## src/rtl/cacheline_adaptor.sv

```systemverilog
// rtl/cacheline_adaptor.sv - bridges a 256-bit cache line port to a 4-beat 64-bit memory burst
// Optional CACHELINE_ADAPTOR_EARLY_RESP_EN: resp_o is raised combinationally on the last beat.
module cacheline_adaptor #(
    parameter int LINE_W  = 256,
    parameter int BURST_W = 64,
    parameter int ADDR_W  = 32
) (
    input  logic               clk,
    input  logic               rst,
    input  logic [ADDR_W-1:0]  address_i,
    input  logic               read_i,
    input  logic               write_i,
    input  logic [LINE_W-1:0]  line_i,
    output logic [LINE_W-1:0]  line_o,
    output logic               resp_o,
    output logic [ADDR_W-1:0]  address_o,
    output logic               read_o,
    output logic               write_o,
    output logic [BURST_W-1:0] burst_o,
    input  logic [BURST_W-1:0] burst_i,
    input  logic               resp_i
);
    localparam int BEATS = 4;

    localparam logic [1:0] IDLE     = 2'd0;
    localparam logic [1:0] RD_BURST = 2'd1;
    localparam logic [1:0] WR_BURST = 2'd2;
    localparam logic [1:0] DONE     = 2'd3;

    logic [1:0]                      state_q, state_d;
    logic [1:0]                      beat_q, beat_d;
    logic [ADDR_W-1:0]               addr_q, addr_d;
    logic [BEATS-1:0][BURST_W-1:0]   rline_q, rline_d;
    logic [BEATS-1:0][BURST_W-1:0]   wline_q, wline_d;
    logic [BURST_W-1:0]              burst_q, burst_d;
    logic                            last_beat;
    logic                            unused_addr_lsb;

    assign last_beat       = resp_i && (beat_q == 2'd3);
    assign unused_addr_lsb = ^address_i[4:0];

    always_comb begin
        state_d = state_q;
        beat_d  = beat_q;
        addr_d  = addr_q;
        rline_d = rline_q;
        wline_d = wline_q;
        burst_d = burst_q;
        case (state_q)
            IDLE: begin
                if (read_i && !write_i) begin
                    addr_d  = {address_i[ADDR_W-1:5], 5'b0};
                    beat_d  = 2'd0;
                    state_d = RD_BURST;
                end else if (write_i && !read_i) begin
                    addr_d  = {address_i[ADDR_W-1:5], 5'b0};
                    wline_d = line_i;
                    burst_d = line_i[BURST_W-1:0];
                    beat_d  = 2'd0;
                    state_d = WR_BURST;
                end
            end
            RD_BURST: begin
                if (resp_i) begin
                    rline_d[beat_q] = burst_i;
                    beat_d          = beat_q + 2'd1;
                    if (beat_q == 2'd3) state_d = DONE;
                end
            end
            WR_BURST: begin
                if (resp_i) begin
                    beat_d = beat_q + 2'd1;
                    // Preload the next beat so burst_o stays a plain register.
                    if (beat_q == 2'd3) state_d = DONE;
                    else                burst_d = wline_q[beat_q + 2'd1];
                end
            end
            default: state_d = IDLE;
        endcase
    end

    always_ff @(posedge clk) begin
        if (rst) begin
            state_q <= IDLE;
            beat_q  <= 2'd0;
            addr_q  <= '0;
            rline_q <= '0;
            wline_q <= '0;
            burst_q <= '0;
        end else begin
            state_q <= state_d;
            beat_q  <= beat_d;
            addr_q  <= addr_d;
            rline_q <= rline_d;
            wline_q <= wline_d;
            burst_q <= burst_d;
        end
    end

    assign read_o    = (state_q == RD_BURST);
    assign write_o   = (state_q == WR_BURST);
    assign address_o = addr_q;
    assign burst_o   = burst_q;

`ifdef CACHELINE_ADAPTOR_EARLY_RESP_EN
    logic [BEATS-1:0][BURST_W-1:0] line_mux;

    always_comb begin
        line_mux = rline_q;
        if ((state_q == RD_BURST) && last_beat) line_mux[BEATS-1] = burst_i;
    end

    assign resp_o = ((state_q == RD_BURST) || (state_q == WR_BURST)) && last_beat;
    assign line_o = line_mux;
`else
    assign resp_o = (state_q == DONE);
    assign line_o = rline_q;
`endif

endmodule

```

## config.mk

```make
export PLATFORM = sky130hd
export DESIGN_NAME = cacheline_adaptor
export DESIGN_NICKNAME = d
export VERILOG_FILES = /design/src/rtl/cacheline_adaptor.sv
export SDC_FILE = /design/constraint.sdc
export NUM_CORES = 1
export LEC_CHECK = 0
export ABC_CLOCK_PERIOD_IN_PS = 3330
export CORE_AREA = 2 2 280 282
export DETAILED_ROUTE_END_ITERATION = 10
export DIE_AREA = 0 0 282 284
export DONT_BUFFER_PORTS = 1
export RECOVER_POWER = 50
export SLEW_MARGIN = 15
export SYNTH_ARGS = -nofsm -noshare
export SYNTH_HDL_FRONTEND = slang
export SYNTH_SLANG_ARGS = --single-unit
export TNS_END_PERCENT = 10
```

## constraint.sdc

```tcl
create_clock -name clk -period 3.33 [get_ports clk]
set_clock_uncertainty 0.2 [all_clocks]
set_input_delay 0.666 -clock clk [delete_from_list [all_inputs] [get_ports clk]]
set_output_delay 0.666 -clock clk [all_outputs]
set_load 0.1 [all_outputs]
```

==> run notes, run 1 <==
State of the implementation.

- The share of cell area taken by muxes after synthesis is 0.0554, for reference.
- The post-layout net count is 3646, for reference.
- The sequential power reported by the tool is 11700 uW.
- Before CTS, the worst setup slack after placement is around 0.72 ns.
- The critical path data arrival time is 3.24 ns, for reference.
- The minimum setup slack among reg-to-reg paths is 0.36 ns, for reference.
- On the reported timing paths, the clock transition at the registers reads 0.06 ns.
- During placement, the flow inserted port buffers numbering 0.
- In this run the maximum-capacitance check reported violations numbering 2.
- Each instance of the synthesized netlist takes up on average 7.82 um^2.
- The number of distinct standard cells referenced by the synthesized netlist is 25, for reference.
- The number of I/O pins is 712, for reference.
- The number of gates resized after CTS was 0.
- The post-synthesis xor/xnor area fraction is 0, for reference.
- The routed length on met2 is 41.8 mm, for reference.
- The number of setup buffers added after CTS is 0.
- The post-route standard cell area excluding fillers is 30300 um^2, for reference.
- The checks that failed: max-capacitance violations, max-slew violations.
- The synthesis-stage register bit count is roughly 610, for reference.
- The die is 284 um tall.
- The startpoint class of the critical path is a flop, for reference.
- The run finished, with violations left.
- The fraction of final layout cells sized beyond drive strength 1 is 0.0694, for reference.
- The total CTS buffers is a little under 70, for reference.
- The timing report notes that buffer and inverter cells on the critical path total 2.
- Hold is met by 0.0483 ns.
- The skew report gives the latency at the later pin of the worst-skew pair as about 0.60 ns.
- The count of tool warnings is 50, for reference.
- The hold violation count in the final report is 0, for reference.
- The transition time recorded at the tightest slew-check pin is 3.10 ns.
- Yosys instantiated no cell more often than nand2_1.
- The worst min-delay path class is in2reg, for reference.
- The final-layout setup total negative slack is 0 ns, for reference.
- After detailed routing, the number of vias per cell comes to between 4 and 5.
- The max-slew violation count is 395, for reference.
- Per the GRT congestion report, total overflow comes to 0.
- The area fraction of the largest cell type after synthesis is 0.511.
- The fmax is around 0.34 GHz, for reference.
[run 1: worst min path at each step]
stage                                     end  cells past startpoint
finish              wline_q[141]$_SDFFE_PP0P_                      2
global route         wline_q[90]$_SDFFE_PP0P_                      2
CTS                 wline_q[148]$_SDFFE_PP0P_                      2
detailed placement  wline_q[204]$_SDFFE_PP0P_                      2
global placement    wline_q[134]$_SDFFE_PP0P_                      2
floorplan           wline_q[100]$_SDFFE_PP0P_                      2
[run 1: area by class of cell]
cell class | count | area [um^2]
Inverter | 71 | 267
Tap cell | 1040 | 1300
Clock inverter | 29 | 340
Fill cell | 7808 | 46600
Antenna cell | 6 | 15.0
Timing Repair Buffer | 402 | 3950
Sequential cell | 607 | 12200
Multi-Input combinational cell | 2125 | 10300
Clock buffer | 93 | 1960
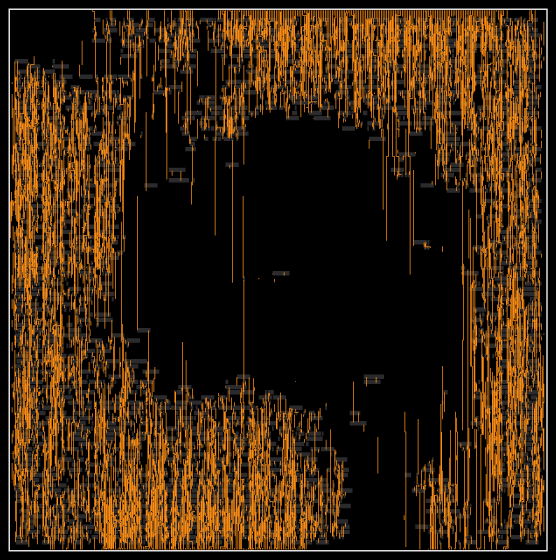
Figure 1: run 1, signal wires on met2.
Cells faint in the background.
longest straight run	140 um
nets with wire on the layer	2822
main direction	vertical

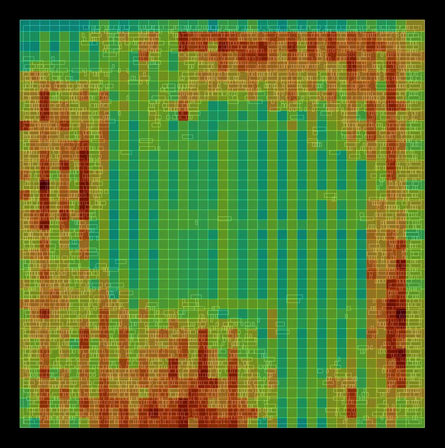
Figure 2: run 1, track usage over the die.
end-of-flow core utilization: 0.394
Total Routing Usage GR: 0.204
routing usage on met1: 0.235

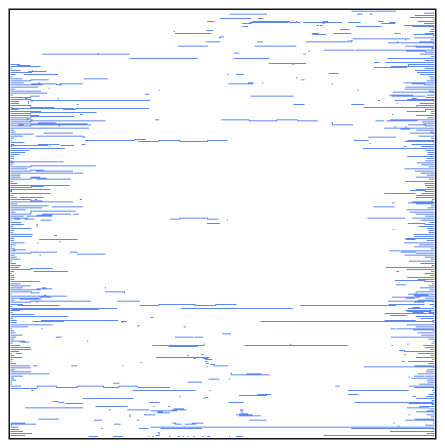
Figure 3: run 1, signal wires on met3.
main direction	horizontal
nets with wire on the layer	515
fraction of met3 tracks used by global routing: 0.0674
wirelength, routed: 86.3 mm
vias post-DR: 21.6k

## Run 2: what changed since run 1
- CORE_AREA: 2 2 280 282 -> 2 2 278 280
- DIE_AREA: 0 0 282 284 -> 0 0 280 282
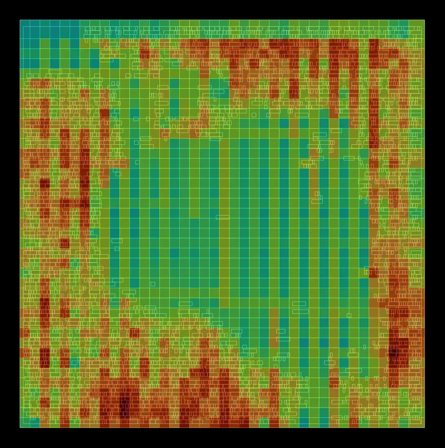
Figure 4: run 2, track usage over the die.
global routing usage on met2: 0.362
most crowded layer after global routing: met2
Total Routing Usage GR: 0.209
fraction of met3 tracks used by global routing: 0.0679

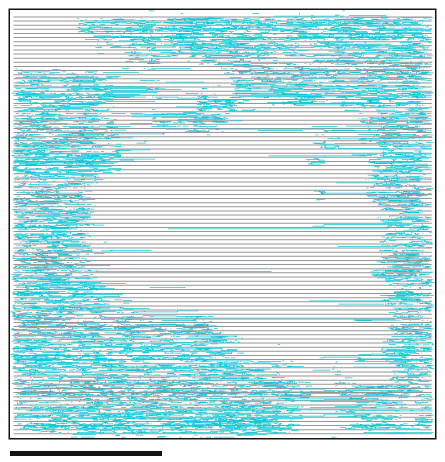
Figure 5: run 2, signal wires on met1.
Scale bar: 100 um. Supply wires on this layer in gray.
wire length on this layer	33.3 mm
longest straight run	160 um
main direction	horizontal

==> run 2 against run 1 <==
The flow still finishes with violations (max-capacitance violations, max-slew violations). Power increased by 0.98%. Critical path depth unchanged. Combinational power increased by 7.4%. Sequential share of layout area decreased by 0.85 points. Utilization increased by 1.5 points. Sequential power about the same. Global-route usage increased by 0.47 points. Highest routed layer unchanged.
==> run notes, run 2 <==
State of the implementation.

- The flow ran to the end, but the final reports show violations.
- The final reports fail on max-capacitance violations, max-slew violations.
- The minimum setup slack among reg-to-reg paths is around 0.13 ns, for reference.
- Yosys mapped the design onto 25 distinct sky130hd cell types.
- For this design the top-level I/O count stands at 712.
- The tally of buffers added on design ports is 0, for reference.
- The post-CTS setup repair buffer count is 0, for reference.
- After global routing the overflow that remains totals 0.
- The post-layout net count is ~3.7k, for reference.
- The worst setup path is launched from a flop.
- The slew at the pin closest to its max-slew limit is 1.83 ns, for reference.
- For this run, the detailed router reports a per-instance via density of 5.01.
- The layout report lists the combined flip-flop and latch area as ~12000 um^2.
- For reference, the final report shows the hold violation count at 0.
- The type recorded for the worst min-delay path is in2reg.
- The CTS tree is done, for reference.
- The final standard cell utilization of the core is 0.409, for reference.
- According to the floorplan report, the die height is 282 um.
- The count of tool warnings is 48, for reference.
- Across the run, the number of max-cap violations was 2.
- After routing the design area is around 31000 um^2.
- Along the critical path, the tally of buffer and inverter instances is 2.
- The final max-slew violation count recorded for this run is 202.
- The number of instances resized during post-cts repair is 0, for reference.
- The source-to-sink clock delay at the later pin of the worst-skew pair is roughly 0.61 ns, for reference.
- Per the detailed-route log, wirelength across all metal layers totals 87.6 mm.
- The area fraction of the largest cell type after synthesis is 0.511.
- The fmax is between 0.3 and 0.4 GHz, for reference.
- In the final timing run, aggregate negative setup slack is 0 ns.
- The most numerous cell in the Yosys netlist is nand2_1, for reference.
- The number of fill cells in the layout is 7565, for reference.
- According to the timing report, the critical path is launched from beat_q[0]$_SDFFE_PP0P_.
- The registers of the reported paths see a clock transition of 0.06 ns.
- The worst slack after detailed placement is between 0.5 and 0.6 ns, for reference.
- For the sequential group, total power comes out at 11700 uW.
- The critical path data arrival time is between 3 and 4 ns, for reference.
- For this run, the number of standard cells in the final layout without fillers is 4378.
- STA shows the worst min-delay path finishing at line_o[210]$_SDFFE_PP0P_.
- The top flip-flop cell by instance count after synthesis is dfxtp_1, for reference.
- The instance count along the most critical hold path is 2, for reference.
- Final hold analysis gives a worst-case slack of 0.0510 ns.
- Leaving out buffers and inverters, the combinational logic in the layout accounts for 10300 um^2.
- The synthesis-stage register bit count is 607, for reference.
- The via count of the routed design is 21.9k, for reference.
- The routed length on met2 is 42.5 mm, for reference.
[run 2: logic make-up (layout without fill, tap and decap cells)]
logic type	Yosys count	count (layout)	synth area share
AND/OR/NAND/NOR	1364	1364	0.237
other	1	11	0.000158
adder cells (fa/ha/maj)	14	14	0.00737
multiplexers	131	131	0.0554
flip-flops	607	607	0.511
buffers and inverters	309	662	0.0565
AND-OR/OR-AND	611	611	0.132
[run 2: cell type report]
cell class / count / area share
clock buffer: 90 / 0.0599
inverter: 71 / 0.00861
clock inverter: 26 / 0.0112
sequential: 607 / 0.392
multi-input combinational: 2125 / 0.334
antenna: 6 / 0.000485
tap: 978 / 0.0395
timing repair buffer: 475 / 0.154
[run 2: repair_timing]
item	CTS	global route
endpoints found under the hold margin	569	0
endpoints found under the setup margin	0	0
hold buffers	399	0
## Run 3: what changed since run 2
- RECOVER_POWER: 50 -> 100
- SKIP_LAST_GASP: not set -> 1
==> run 3 against run 2 <==
The run ends with max-capacitance violations, max-slew violations, negative setup slack left. First-iteration DRC count down 3.9%. Final cell count did not move. Utilization down 0.10 points. Worst hold slack got worse by 0.0010 ns. Cell area down 0.25%. Sequential share of layout area increased by 0.097 points. Sequential power barely moved. Combinational power fell by 1%. Critical path depth shrank 4. Routed wire length is essentially flat. Critical endpoint is now wline_q[233]$_SDFFE_PP0P_. Largest cell class unchanged. Highest routed layer unchanged.
==> run notes, run 3 <==
State of the implementation.

- The run finished, with violations left.
- The checks that failed: max-capacitance violations, max-slew violations, negative setup slack.
- The top flip-flop cell by instance count after synthesis is dfxtp_1, for reference.
- For this run the top cell type by instance count after synthesis was nand2_1.
- Looking at the max-slew report, the worst-margin pin has a slew of 3.19 ns.
- The report counts max-capacitance violations totalling 2.
- The worst hold path was traced through 2 stages.
- The detail-routed via count per cell is approximately 5.0, for reference.
- After layout, the worst setup slack is -0.0370 ns.
- STA reports the tightest min-delay check as being of type in2reg.
- Global route summary, busiest routing layer listed as met2.
- The cell type taking the most area is sequential cells, for reference.
- The global routing met3 resource utilization is 0.0679, for reference.
- The layout multi-input combinational cell count is ~2.1k, for reference.
- The clock edge transition at the registers on the reported setup and hold paths is around 0.06 ns, for reference.
- The hold violation count in the final report is 0, for reference.
- The max-slew violation count is 357, for reference.
- The sequential portion of the cell area is 0.393, for reference.
- On the critical path the data arrives at 3.71 ns.
- The aggregate global-route resource usage is 0.209, for reference.
- The number of setup violations in the final report is 2, for reference.
- The worst-case reg-to-reg setup slack stands at 0.09 ns.
- TritonCTS built the clock tree.
[run 3: cell counts after synthesis]
Identical to the previous run, type by type.
[run 3: stage by stage]
stage	area [um^2]	cells	worst slack [ns]	TNS, ns	power [uW]
global placement	24800	3857	0.629	0	16600
detailed placement	24800	3857	0.595	0	16700
floorplan	23800	3041	0.793	0	15200
CTS	31100	4372	0.129	0	24900
global route	30900	4377	0.0101	0	25600
finish	30900	4378	-0.0370	-0.0448	24600
[run 3: kinds of logic after synthesis]
logic type / after synthesis / share of synthesized area
compound gates: 611 / 0.132
buf+inv: 309 / 0.0565
flops: 607 / 0.511
mux: 131 / 0.0554
fa+ha+maj: 14 / 0.00737
simple gates: 1364 / 0.237
other cells: 1 / 0.000158
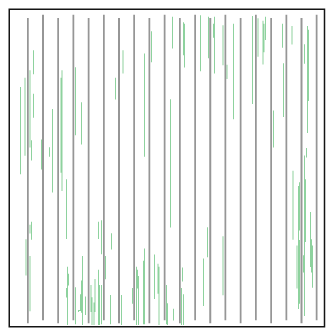
Figure 6: run 3, the metal 4 layer.
Supply wires on this layer in gray.
main direction	vertical
share of all routed wire	4.4%
wire length on this layer	3810 um
longest straight run	143 um
nets with wire on the layer	74
vias post-DR: 21.9k
wirelength, routed: 87.6 mm

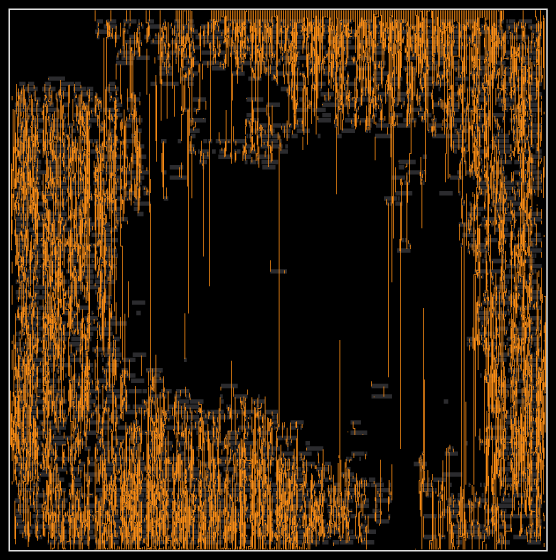
Figure 7: run 3, signal wires on met2.
Cells faint in the background.
nets with wire on the layer	2896
longest straight run	163 um
share of all routed wire	49%
main direction	vertical
wire length on this layer	42.5 mm

Power and IR drop assume default switching activity.
